==> config.mk <==
export PLATFORM = sky130hd
export DESIGN_NAME = decode_queue
export DESIGN_NICKNAME = d
export VERILOG_FILES = /design/src/rtl/decode_queue.sv
export SDC_FILE = /design/constraint.sdc
export NUM_CORES = 1
export LEC_CHECK = 0
export ABC_AREA = 1
export CAP_MARGIN = 20
export CORE_MARGIN = 1
export CORE_UTILIZATION = 59
export CTS_BUF_LIST = sky130_fd_sc_hd__clkbuf_16
export CTS_CLUSTER_SIZE = 20
export DETAILED_ROUTE_END_ITERATION = 6
export PLACE_DENSITY = 0.82
export SLEW_MARGIN = 20
export SYNTH_ARGS = -nofsm -noshare
export SYNTH_HDL_FRONTEND = slang
export SYNTH_SLANG_ARGS = --single-unit
export TNS_END_PERCENT = 20
==> constraint.sdc <==
create_clock -name clk -period 8.4 [get_ports clk]
set_input_delay 1.68 -clock clk [delete_from_list [all_inputs] [get_ports clk]]
set_output_delay 1.68 -clock clk [all_outputs]
set_load 0.1 [all_outputs]
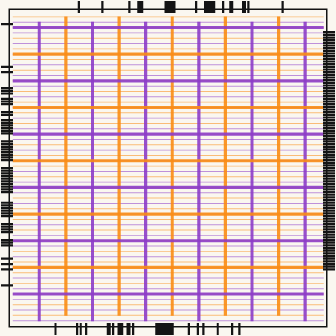
**Above:** run 1 (PDN straps and rails).
Pins as bars on the die edge.
VDD: in orange. VSS: in purple.
11 straps on met4. 197 signal pins sit on the boundary. The core has 57 rows.
standard cell core area: 24600 sq um
Chip Height: 161.3 microns
Die Span X: 161.3 microns

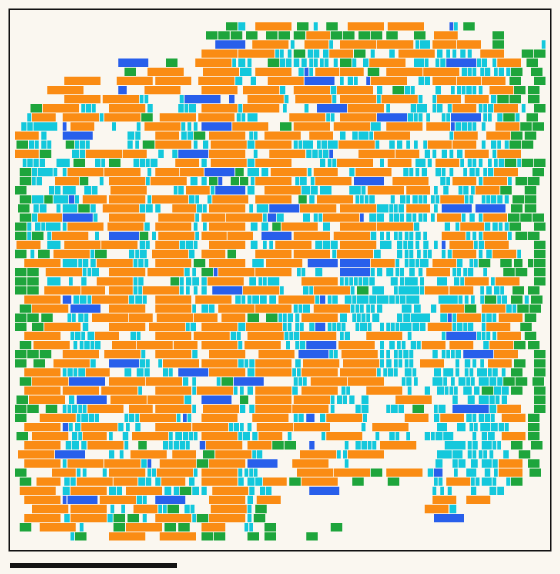
**Above:** run 1 (cell classes on the final placement).
Bar = 50 microns.
sequential cells: in orange, cells 376, share of their area 57%. remaining logic cells: in cyan, cells 923, share of their area 25%. clock drivers and dummy loads: in blue, cells 68, share of their area 6.7%. remaining buffers and delay cells: in green, cells 210, share of their area 12%.
share of cell area taken by flip-flops and latches: 0.5555
Placement Rows: 57
share of the core filled with cells in the final layout: 0.7384
Layout Cell Area excl Fill: 18170 sq um

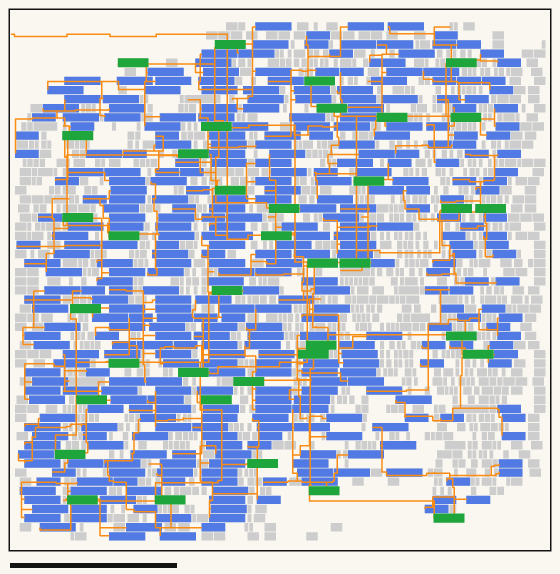
**Above:** run 1 (routed clock nets over the placement).
Bar = 50 microns.
clock-net drivers: in green, count 37. clock wires: in orange, length 3850 microns. flip-flops: in blue, count 376.
Position of the flops: spread over the die.
post-route clock skew: 0.01283 ns
clk pwr: 1.61 mW
worst skew pair latency: 0.52 ns
clock group share of total power: 0.405

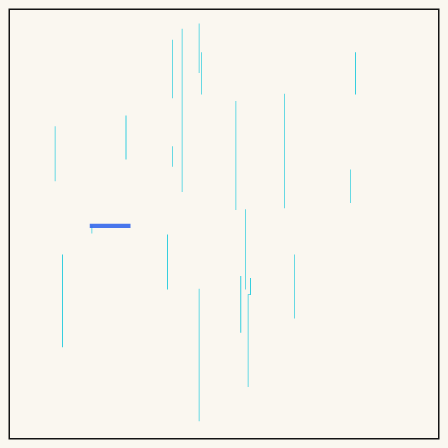
**Above:** run 1 (wiring by layer).
Only two layers are drawn.
M4: in cyan, wire length 497 microns. M5: in blue, wire length 13.8 microns.
overall track demand over capacity in global routing: 0.2626
count of vias placed by the detailed router: 10718
routed length per instance: 17.90 microns

==> reports/notes.md <==
The report puts the hold buffer count at CTS at 0. The number of nets in the layout was 1624; the xor/xnor cell area share of the yosys netlist was 0.007607. The number of setup violations in the final report came out at 0.

The flow inserted 324 tap cells. The critical path runs through a total of 10 cells. The share of the final layout cell area in multi-input gates was 0.2301; the number of clock buffers in the layout was 39.

STA classifies the critical path endpoint as a register. The run gives 0.326 mW for the combinational logic power. For this run, the slowest stage of the critical path takes 0.62 ns. According to the hold report, the worst path is of the register to register type.

Per the TritonCTS log, the buffer count is 37. With the final count of hold timing violations at 0, the worst-case hold slack is 0.4647 ns. Once detail routing completed, the nets flagged for antenna violations numbered 0. Yosys attributes the largest share of cell area to sky130_fd_sc_hd__edfxtp_1 (51%), sky130_fd_sc_hd__dfxtp_1 (16%), sky130_fd_sc_hd__nand2_1 (6.0%), sky130_fd_sc_hd__nor2_1 (5.2%), sky130_fd_sc_hd__o21ai_0 (3.9%). In this run the cell area measured after placement is 16970 sq um. The sequential element share of the synthesized area is 0.6741, and the data required time at the worst endpoint is 8.76 ns. Aoi/oai-family share of the synthesized area: 0.1016.

Per the CTS log, the buffer count on the longest clock path is 3. The analysis attributes to net switching a power of 0.9308 mW. The run gives 0.1134 for the non-clock buffer contribution to total cell area. Per the detail_route log, the uppermost layer with routed signals is met5. The CTS H-tree depth is 2, and the wire length on met3 is 2.804 mm.

After layout, the inverter instance count without clock inverters stands at 62. The script extracted a total leakage power of 6.378 nW. The number of sequential cells came out at 376. The fraction of final layout cells with drive strength greater than 1 was 0.08687. The synthesized instance count is 1394, and the multiplexer area fraction after synthesis is 0.

The kind of cell with the highest combined delay along the critical path is buffers and inverters. The tools report the total negative setup slack as 0 ns. Setup repair after global routing left no endpoint under its margin. The synth_stat.txt file lists the number of cells as 1394. In the final report, the number of pins over their slew limit comes to 0.

For the largest net degree at the start of global routing, the log shows 91. In this run the post-CTS setup repair buffer count came out at 0. The final HPWL from detailed placement was 20.12 mm. The logs give 13.86 mm for the length of routed wiring on met1 and 0 for the overall overflow remaining after global route. The run gives 26010 sq um as the die outline area. The fraction of post-synthesis cell area in the top cell type by area is 0.5136, and the final weighted congestion in routability-driven placement is 0.8313. The run gives 3.971 mW for the total chip power. STA puts the critical path data arrival time at 4.53 ns. The run gives 0.3475 for the met1 track utilization from global routing.

The core utilization before placement came out at 0.6083. The buffering stage count on the worst path with inverters included was 4; the net count after synthesis was 1470. The synthesized-area fraction occupied by adder cells is 0.006353, and the number of distinct library cells after synthesis is 41. Residual DRC count: 0. Pin placement for this block handled 197 I/O pins. The relative max-transition margin came out at 0.2760.

The highest clock rate is 239.9 MHz. The critical path goes through clkdlybuf4s50_1, nor2_1, nor3_2, buf_4, inv_2, buf_4, a21oi_4, nand3_4, nand2_1, a21oi_1. Wires add up to 34.03 mm.

The number of enable-type register cells in the synthesized netlist is 256. The share of synthesized registers carrying an async set or reset was 0; the maximum vdd drop was 166.4 uV. The worst setup path is launched from an input pin. The final critical path time including I/O delays and setup came out at 4.168 ns. The tools report the register-to-register setup slack as 4.51 ns.

The worst-path cell with the longest stage delay was sky130_fd_sc_hd__buf_4. sky130_fd_sc_hd__edfxtp_1 is the most common cell in the netlist. The final timing report gives a worst setup slack of 4.232 ns. The tree is rooted in a sky130_fd_sc_hd__clkbuf_16. The wire length on met2 is 16.85 mm, and the clock-cell share of area is 0.06577. The most numerous logic cell after layout was sky130_fd_sc_hd__edfxtp_1. The first detailed-routing pass ran for 5 iterations. On the reported timing paths, the clock transition at the registers reads 0.06 ns.

For the met2 global-route usage, the log shows 0.4442. The number of synthesized register bits works out to 376. Cell area power density: 218.6 nW/um^2. With the global-route met3 utilization at 0.05008, the worst hold path depth is 2. The timing report shows the most common cell along the critical path to be sky130_fd_sc_hd__buf_4.

The post-synthesis area per instance is 10.74 sq um. In this run the most used layer during global routing was met2. The number of antenna repair diodes is 0, and the total of buffers placed on input and output ports is 195. With the via density per instance at 5.638, the area of the multi-input gates is 4182 sq um. The run gives 10090 sq um for the sequential standard cell area.

The run gives 1602 as the layout filler cell count. The wire length of the first global-routing pass was 53.54 mm; the post-placement setup slack was 3.750 ns. The internal power of the cells totals 3.040 mW. The most used flip-flop cell after synthesis is sky130_fd_sc_hd__edfxtp_1. The tools report the sequential power as 2.03 mW.

Biggest area consumer among synthesized cells: sky130_fd_sc_hd__edfxtp_1. The class of the most critical setup path was input pin to register. Per report_power, the top consumer among the power groups is registers. Largest cell class by area: sequential cells. The largest driver fanout on the critical path was 90; the tally of yosys warning messages was 0.

TritonCTS built the clock tree. By instance count after routing, the leading logic cell types are sky130_fd_sc_hd__edfxtp_1 (256), sky130_fd_sc_hd__nand2_1 (241), sky130_fd_sc_hd__nor2_1 (204). The via count of the first global-routing pass is 10396, and the part of the power in combinational logic is 0.082.

Net switching share of the total power: 0.2344. The run gives 29 for the number of warnings the tools reported. Simple-gate area share of the yosys netlist: 0.1613. For reference, the top logic cell family by area is simple AND/OR/NAND/NOR gates. The run gives 21.39% for the synthesis-to-layout area growth.

The final cycle utilization of the critical path is 0.4962. Per the placement report, the placed cell count is 1833. The layout has 210 buffers outside the clock class. Measured in cells, the most critical reg-to-reg path has a length of 15. The run gives 1901 for the final cell count without fillers. The logs give 376 for the TritonCTS sink count and 1 for the initial antenna violation count. The run gives 14970 sq um for the summed instance area of the synthesized netlist. The slew at the pin closest to its max-slew limit came out at 1.083 ns. In the layout the tool counted multi-input logic cells amounting to 861.

The run gives 1004 for the number of DRC markers after the initial detailed-route iteration. Per the run summary, max-cap violations total 0. By count the netlist is led by sky130_fd_sc_hd__edfxtp_1 (256), sky130_fd_sc_hd__nand2_1 (241), sky130_fd_sc_hd__nor2_1 (208). The run gives 0.512 as the sequential fraction of design power. The run finished with clean final reports. Yosys reports a chip area of 14970 sq um. The tools report the quantity of gates resized following cts as 0.
Power and IR drop assume default switching activity.
